### config.mk
export PLATFORM = sky130hd
export DESIGN_NAME = exe_muldiv
export DESIGN_NICKNAME = d
export VERILOG_FILES = /design/src/rtl/exe_muldiv_pkg.sv /design/src/rtl/exe_muldiv_special.sv /design/src/rtl/exe_muldiv.sv
export SDC_FILE = /design/constraint.sdc
export NUM_CORES = 1
export LEC_CHECK = 0
export ABC_AREA = 1
export ABC_CLOCK_PERIOD_IN_PS = 5300
export CAP_MARGIN = 10
export CELL_PAD_IN_SITES_DETAIL_PLACEMENT = 1
export CELL_PAD_IN_SITES_GLOBAL_PLACEMENT = 2
export CORE_ASPECT_RATIO = 1.2
export CORE_MARGIN = 5
export CORE_UTILIZATION = 35
export DETAILED_ROUTE_END_ITERATION = 12
export PLACE_DENSITY = 0.95
export SYNTH_ARGS = -nofsm -noshare
export SYNTH_HDL_FRONTEND = slang
export SYNTH_SLANG_ARGS = --single-unit
### constraint.sdc
create_clock -name clk -period 5.3 [get_ports clk]
set_clock_uncertainty 0.15 [all_clocks]
set_input_delay 1.06 -clock clk [delete_from_list [all_inputs] [get_ports clk]]
set_output_delay 1.06 -clock clk [all_outputs]
set_load 0.01 [all_outputs]
### src/rtl/exe_muldiv_pkg.sv
// Shared definitions for the iterative multiply/divide unit: op and state encodings,
// special-case result constants and operand-signedness helpers.
package exe_muldiv_pkg;

    typedef enum logic [2:0] {
        OP_MUL    = 3'b000,
        OP_MULH   = 3'b001,
        OP_MULHSU = 3'b010,
        OP_MULHU  = 3'b011,
        OP_DIV    = 3'b100,
        OP_DIVU   = 3'b101,
        OP_REM    = 3'b110,
        OP_REMU   = 3'b111
    } op_e;

    typedef enum logic [1:0] {
        ST_IDLE = 2'b00,
        ST_CALC = 2'b01,
        ST_DONE = 2'b10
    } state_e;

    // Constants are kept at the widest supported XLEN and sliced by the user.
    localparam int unsigned MAX_XLEN = 64;
    localparam logic [MAX_XLEN-1:0] DIV0_QUOT_C   = {MAX_XLEN{1'b1}};
    localparam logic [MAX_XLEN-1:0] OVF_REM_C     = {MAX_XLEN{1'b0}};
    localparam logic [MAX_XLEN-1:0] ILLEGAL_RES_C = {MAX_XLEN{1'b0}};

    function automatic logic op_is_div(input op_e op);
        return op[2];
    endfunction

    function automatic logic op_signed_a(input op_e op);
        case (op)
            OP_MUL, OP_MULH, OP_MULHSU, OP_DIV, OP_REM: return 1'b1;
            default:                                    return 1'b0;
        endcase
    endfunction

    function automatic logic op_signed_b(input op_e op);
        case (op)
            OP_MUL, OP_MULH, OP_DIV, OP_REM: return 1'b1;
            default:                         return 1'b0;
        endcase
    endfunction

endpackage

### src/rtl/exe_muldiv_special.sv
// Divide-by-zero / signed-overflow detection and short-circuit result selection.
// Division support is present only when EXE_MULDIV_DIV_EN is defined.
module muldiv_special
    import exe_muldiv_pkg::*;
#(
    parameter int XLEN = 32
) (
    input  op_e             op_i,
`ifdef EXE_MULDIV_DIV_EN
    input  logic [XLEN-1:0] a_i,
    input  logic [XLEN-1:0] b_i,
`endif
    output logic            bypass_o,
    output logic [XLEN-1:0] result_o,
    output logic            illegal_o
);

`ifdef EXE_MULDIV_DIV_EN
    logic div0_s;
    logic ovf_s;

    assign div0_s = (b_i == {XLEN{1'b0}});
    assign ovf_s  = (a_i == {1'b1, {(XLEN-1){1'b0}}}) && (b_i == {XLEN{1'b1}});
`endif

    // Select whether the request skips the iterative datapath and what it returns.
    always_comb begin
        bypass_o  = 1'b0;
        result_o  = ILLEGAL_RES_C[XLEN-1:0];
        illegal_o = 1'b0;
`ifdef EXE_MULDIV_DIV_EN
        if (op_is_div(op_i) && div0_s) begin
            bypass_o = 1'b1;
            result_o = op_i[1] ? a_i : DIV0_QUOT_C[XLEN-1:0];
        end else if (((op_i == OP_DIV) || (op_i == OP_REM)) && ovf_s) begin
            bypass_o = 1'b1;
            result_o = op_i[1] ? OVF_REM_C[XLEN-1:0] : a_i;
        end else begin
            bypass_o = 1'b0;
        end
`else
        if (op_is_div(op_i)) begin
            bypass_o  = 1'b1;
            illegal_o = 1'b1;
        end else begin
            bypass_o  = 1'b0;
        end
`endif
    end

endmodule

### src/rtl/exe_muldiv.sv
// Iterative radix-2 multiply/divide unit, one bit per cycle on operand magnitudes.
// Divide ops are implemented only when EXE_MULDIV_DIV_EN is defined, otherwise flagged illegal.
module exe_muldiv
    import exe_muldiv_pkg::*;
#(
    parameter int XLEN  = 32,
    parameter int TAG_W = 5
) (
    input  logic             clk,
    input  logic             rst_n,
    input  logic             flush,
    input  logic             in_valid,
    output logic             in_ready,
    input  logic [2:0]       in_op,
    input  logic [XLEN-1:0]  in_a,
    input  logic [XLEN-1:0]  in_b,
    input  logic [TAG_W-1:0] in_tag,
    output logic             out_valid,
    input  logic             out_ready,
    output logic [XLEN-1:0]  out_result,
    output logic [TAG_W-1:0] out_tag,
    output logic             out_illegal,
    output logic             busy
);

    localparam int CW = $clog2(XLEN);

    state_e           state_q, state_d;
    logic [CW-1:0]    cnt_q;
    op_e              op_q;
    logic [TAG_W-1:0] tag_q;
    logic [XLEN-1:0]  m_q, hi_q, lo_q;
    logic             neg_q;
    logic             out_valid_q, out_illegal_q;
    logic [XLEN-1:0]  out_result_q;
    logic [TAG_W-1:0] out_tag_q;

    op_e              in_op_s;
    logic             a_neg_s, b_neg_s;
    logic [XLEN-1:0]  a_mag_s, b_mag_s;
    logic             bypass_s, spec_illegal_s;
    logic [XLEN-1:0]  spec_result_s;
    logic [XLEN:0]    mul_sum_s;
    logic [XLEN-1:0]  step_hi_s, step_lo_s, fin_result_s;
    logic [2*XLEN-1:0] prod_s;

    assign in_op_s  = op_e'(in_op);
    assign a_neg_s  = op_signed_a(in_op_s) && in_a[XLEN-1];
    assign b_neg_s  = op_signed_b(in_op_s) && in_b[XLEN-1];
    assign a_mag_s  = a_neg_s ? ({XLEN{1'b0}} - in_a) : in_a;
    assign b_mag_s  = b_neg_s ? ({XLEN{1'b0}} - in_b) : in_b;

    muldiv_special #(.XLEN(XLEN)) u_special (
        .op_i      (in_op_s),
`ifdef EXE_MULDIV_DIV_EN
        .a_i       (in_a),
        .b_i       (in_b),
`endif
        .bypass_o  (bypass_s),
        .result_o  (spec_result_s),
        .illegal_o (spec_illegal_s)
    );

    // State register.
    always_ff @(posedge clk or negedge rst_n) begin
        if (!rst_n) begin
            state_q <= ST_IDLE;
        end else begin
            state_q <= state_d;
        end
    end

    // Next-state logic; flush overrides accept and out_ready.
    always_comb begin
        state_d = state_q;
        if (flush) begin
            state_d = ST_IDLE;
        end else begin
            case (state_q)
                ST_IDLE: state_d = in_valid ? (bypass_s ? ST_DONE : ST_CALC) : ST_IDLE;
                ST_CALC: state_d = (cnt_q == {CW{1'b0}}) ? ST_DONE : ST_CALC;
                ST_DONE: state_d = out_ready ? ST_IDLE : ST_DONE;
                default: state_d = ST_IDLE;
            endcase
        end
    end

    // FSM-derived handshake outputs.
    always_comb begin
        in_ready = (state_q == ST_IDLE);
        busy     = (state_q != ST_IDLE);
    end

    assign mul_sum_s = {1'b0, hi_q} + (lo_q[0] ? {1'b0, m_q} : {(XLEN+1){1'b0}});

`ifdef EXE_MULDIV_DIV_EN
    logic [XLEN:0] div_shift_s, div_diff_s;
    assign div_shift_s = {hi_q, lo_q[XLEN-1]};
    assign div_diff_s  = div_shift_s - {1'b0, m_q};
`endif

    // One radix-2 step: shift-add for multiply, restoring subtract for divide.
    always_comb begin
        step_hi_s = mul_sum_s[XLEN:1];
        step_lo_s = {mul_sum_s[0], lo_q[XLEN-1:1]};
`ifdef EXE_MULDIV_DIV_EN
        if (op_is_div(op_q)) begin
            if (!div_diff_s[XLEN]) begin
                step_hi_s = div_diff_s[XLEN-1:0];
                step_lo_s = {lo_q[XLEN-2:0], 1'b1};
            end else begin
                step_hi_s = div_shift_s[XLEN-1:0];
                step_lo_s = {lo_q[XLEN-2:0], 1'b0};
            end
        end else begin
            step_hi_s = mul_sum_s[XLEN:1];
            step_lo_s = {mul_sum_s[0], lo_q[XLEN-1:1]};
        end
`endif
    end

    // Sign correction and result-half selection applied to the final step.
    always_comb begin
        prod_s       = neg_q ? ({(2*XLEN){1'b0}} - {step_hi_s, step_lo_s}) : {step_hi_s, step_lo_s};
        fin_result_s = (op_q == OP_MUL) ? prod_s[XLEN-1:0] : prod_s[2*XLEN-1:XLEN];
`ifdef EXE_MULDIV_DIV_EN
        if (op_is_div(op_q)) begin
            fin_result_s = op_q[1] ? step_hi_s : step_lo_s;
            fin_result_s = neg_q ? ({XLEN{1'b0}} - fin_result_s) : fin_result_s;
        end else begin
            fin_result_s = (op_q == OP_MUL) ? prod_s[XLEN-1:0] : prod_s[2*XLEN-1:XLEN];
        end
`endif
    end

    // Operand capture, iteration registers and the registered result port.
    always_ff @(posedge clk or negedge rst_n) begin
        if (!rst_n) begin
            cnt_q         <= {CW{1'b0}};
            op_q          <= OP_MUL;
            tag_q         <= {TAG_W{1'b0}};
            m_q           <= {XLEN{1'b0}};
            hi_q          <= {XLEN{1'b0}};
            lo_q          <= {XLEN{1'b0}};
            neg_q         <= 1'b0;
            out_valid_q   <= 1'b0;
            out_result_q  <= {XLEN{1'b0}};
            out_tag_q     <= {TAG_W{1'b0}};
            out_illegal_q <= 1'b0;
        end else if (flush) begin
            out_valid_q <= 1'b0;
        end else begin
            case (state_q)
                ST_IDLE: begin
                    if (in_valid) begin
                        op_q  <= in_op_s;
                        tag_q <= in_tag;
                        neg_q <= (op_is_div(in_op_s) && in_op_s[1]) ? a_neg_s : (a_neg_s ^ b_neg_s);
                        m_q   <= op_is_div(in_op_s) ? b_mag_s : a_mag_s;
                        lo_q  <= op_is_div(in_op_s) ? a_mag_s : b_mag_s;
                        hi_q  <= {XLEN{1'b0}};
                        cnt_q <= CW'(XLEN-1);
                        if (bypass_s) begin
                            out_valid_q   <= 1'b1;
                            out_result_q  <= spec_result_s;
                            out_tag_q     <= in_tag;
                            out_illegal_q <= spec_illegal_s;
                        end else begin
                            out_valid_q <= 1'b0;
                        end
                    end else begin
                        out_valid_q <= 1'b0;
                    end
                end
                ST_CALC: begin
                    hi_q <= step_hi_s;
                    lo_q <= step_lo_s;
                    if (cnt_q == {CW{1'b0}}) begin
                        out_valid_q   <= 1'b1;
                        out_result_q  <= fin_result_s;
                        out_tag_q     <= tag_q;
                        out_illegal_q <= 1'b0;
                    end else begin
                        cnt_q <= cnt_q - CW'(1);
                    end
                end
                ST_DONE: begin
                    if (out_ready) begin
                        out_valid_q <= 1'b0;
                    end else begin
                        out_valid_q <= 1'b1;
                    end
                end
                default: out_valid_q <= 1'b0;
            endcase
        end
    end

    assign out_valid   = out_valid_q;
    assign out_result  = out_result_q;
    assign out_tag     = out_tag_q;
    assign out_illegal = out_illegal_q;

endmodule

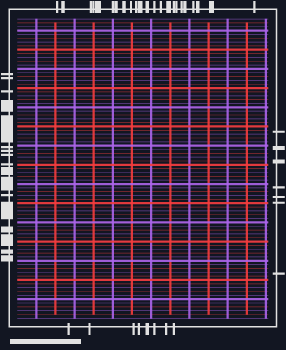
*Power grid*
Scale bar: 50 um. Pins as bars on the die edge.
legend:
  purple:
    net: VSS
  red:
    net: VDD
met4 straps: 13
rows: 78
met1 rails: 79
die extent in y: 224.0 um
Horiz. Die Dim: 188.3 um
worst-case vdd ir drop: 0.0002491 V

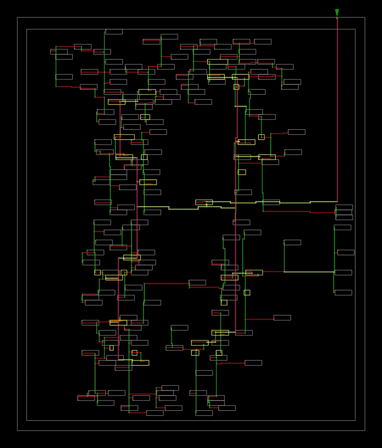
*The clock network*
clock distribution power: 1.29 mW
Num Clock Sinks: 151
insertion delay at the late pin of the worst-skew pair: 460 ps
final sequential cell count: 151
cts bufs inserted: 17

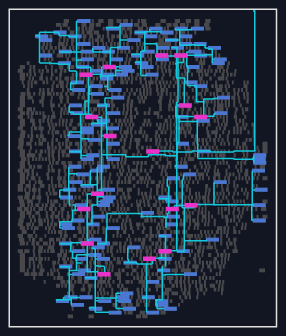
*Clock network drawn from the DEF*
legend:
  magenta:
    item: cells driving clock nets
    count: 17
  cyan:
    item: clock wires
    length: 2520 um
  blue:
    item: flip-flops
    count: 151
routed clock nets: 18
share of total power in the clock network: 0.253

-- where the power goes --
part	internal (mW)	switching, mW
clock	0.719	0.575
sequential	1.39	0.215
combinational	0.772	1.43
-- sequential cells by signal, indices dropped and copies added, names as in the netlist, 2 cells and up --
signal / cells
hi_q: 32
lo_q: 32
m_q: 32
out_result: 32
cnt_q: 5
out_tag: 5
tag_q: 5
op_q: 3
state_q: 2
-- cells by family after synthesis --
logic type | share of synthesized area
simple gates | 0.3852
compound gates | 0.1518
fa+ha+maj | 0.03615
buf+inv | 0.1119
flops | 0.2829
xor+xnor | 0.03203
-- layer usage --
layer / vias up / global-route usage
met4: 0 / 0.1020
met2: 286 / 0.4381
met3: 83 / 0.02276
met1: 7060 / 0.3110
li1: 7121 / -
met5: - / 0
-- through the flow --
| stage | power [mW] | setup slack (ps) |
|---|---|---|
| after floorplan | 2.975 | 2372 |
| after global placement | 3.724 | 1235 |
| after detailed placement | 3.800 | 1140 |
| after CTS | 5.120 | 1263 |
| after global routing | 5.451 | 998.6 |
| final | 5.107 | 1267 |
-- area by class of cell --
| class | count | area share |
|---|---|---|
| Clock buffer | 18 | 0.02809 |
| Tap cell | 480 | 0.03841 |
| Inverter | 320 | 0.07682 |
| Clock inverter | 14 | 0.01048 |
| Sequential cell | 151 | 0.2417 |
| Timing Repair Buffer | 139 | 0.08634 |
| Multi-Input combinational cell | 1622 | 0.5181 |
-- tightest hold or removal path: stages, from the launching register on --
cell                      delay, ps
sky130_fd_sc_hd__dfrtp_1        350
sky130_fd_sc_hd__nand2_1         50
sky130_fd_sc_hd__nand2_1         50
==> run notes <==
Purpose: to document the outcome of synthesis and place and route.

Timing
The headroom to the max-slew limit is 0.3751. Setup violations remaining at the end of the flow were counted as 0.

GRT
The largest net degree at the start of global routing is 81. The total track usage is 0.2478. The total overflow left after global routing is 0. The first global-routing pass estimated 83760 um of wire.

Placement
In this run, placement finished with an instance count of 2712.

Synth
The share of the synthesized area in the top cell type is 0.2829. The count of flip-flops with a built-in enable after synthesis is 0. The area reported by Yosys stat is 13360 um^2.

Clock network
Once the clock tree was built, the setup fixing pass inserted 0 buffers. The number of hold buffers added after CTS was 0. The clock tree from TritonCTS is yes.

Detailed routing
The met1 routed wirelength after detailed routing is 23100 um. The detail route stage leaves a number of antenna-violating nets equal to 0. Per the detail_route log, met3 wirelength is 1298 um. Before antenna repair, the detailed router went through 4 iterations.

Power
The script computed a power per unit cell area of 326.6 nW/um^2. The leakage power summed over all cells is 8.045 nW.

Run status
The flow ran to the end, and the final reports show no timing, DRC or antenna violations.

Setup path
For reference, the critical path cell chain is buf_4 > nand2_1 > inv_1 > ha_1 > fa_1 > xnor2_2 > nand2_1 > nor3_1 > nand4_2 > nor2_2 > nand3_1 > nor2_1 > nand2_1 > nand2_2 > nand2_1 > nand2_1 > nand3_1 > nand2_1 > nand2_1. The count of buffer and inverter cells on the critical path is 2. The endpoint of the worst register-to-register path is out_result[30]. STA puts the critical path data arrival time at 4220 ps.

Per the timing report, the biggest fanout along the worst path comes to 33.

Die
The standard-cell row count is 78.
Power figures rest on the tool's default switching activity, not on a simulated workload.
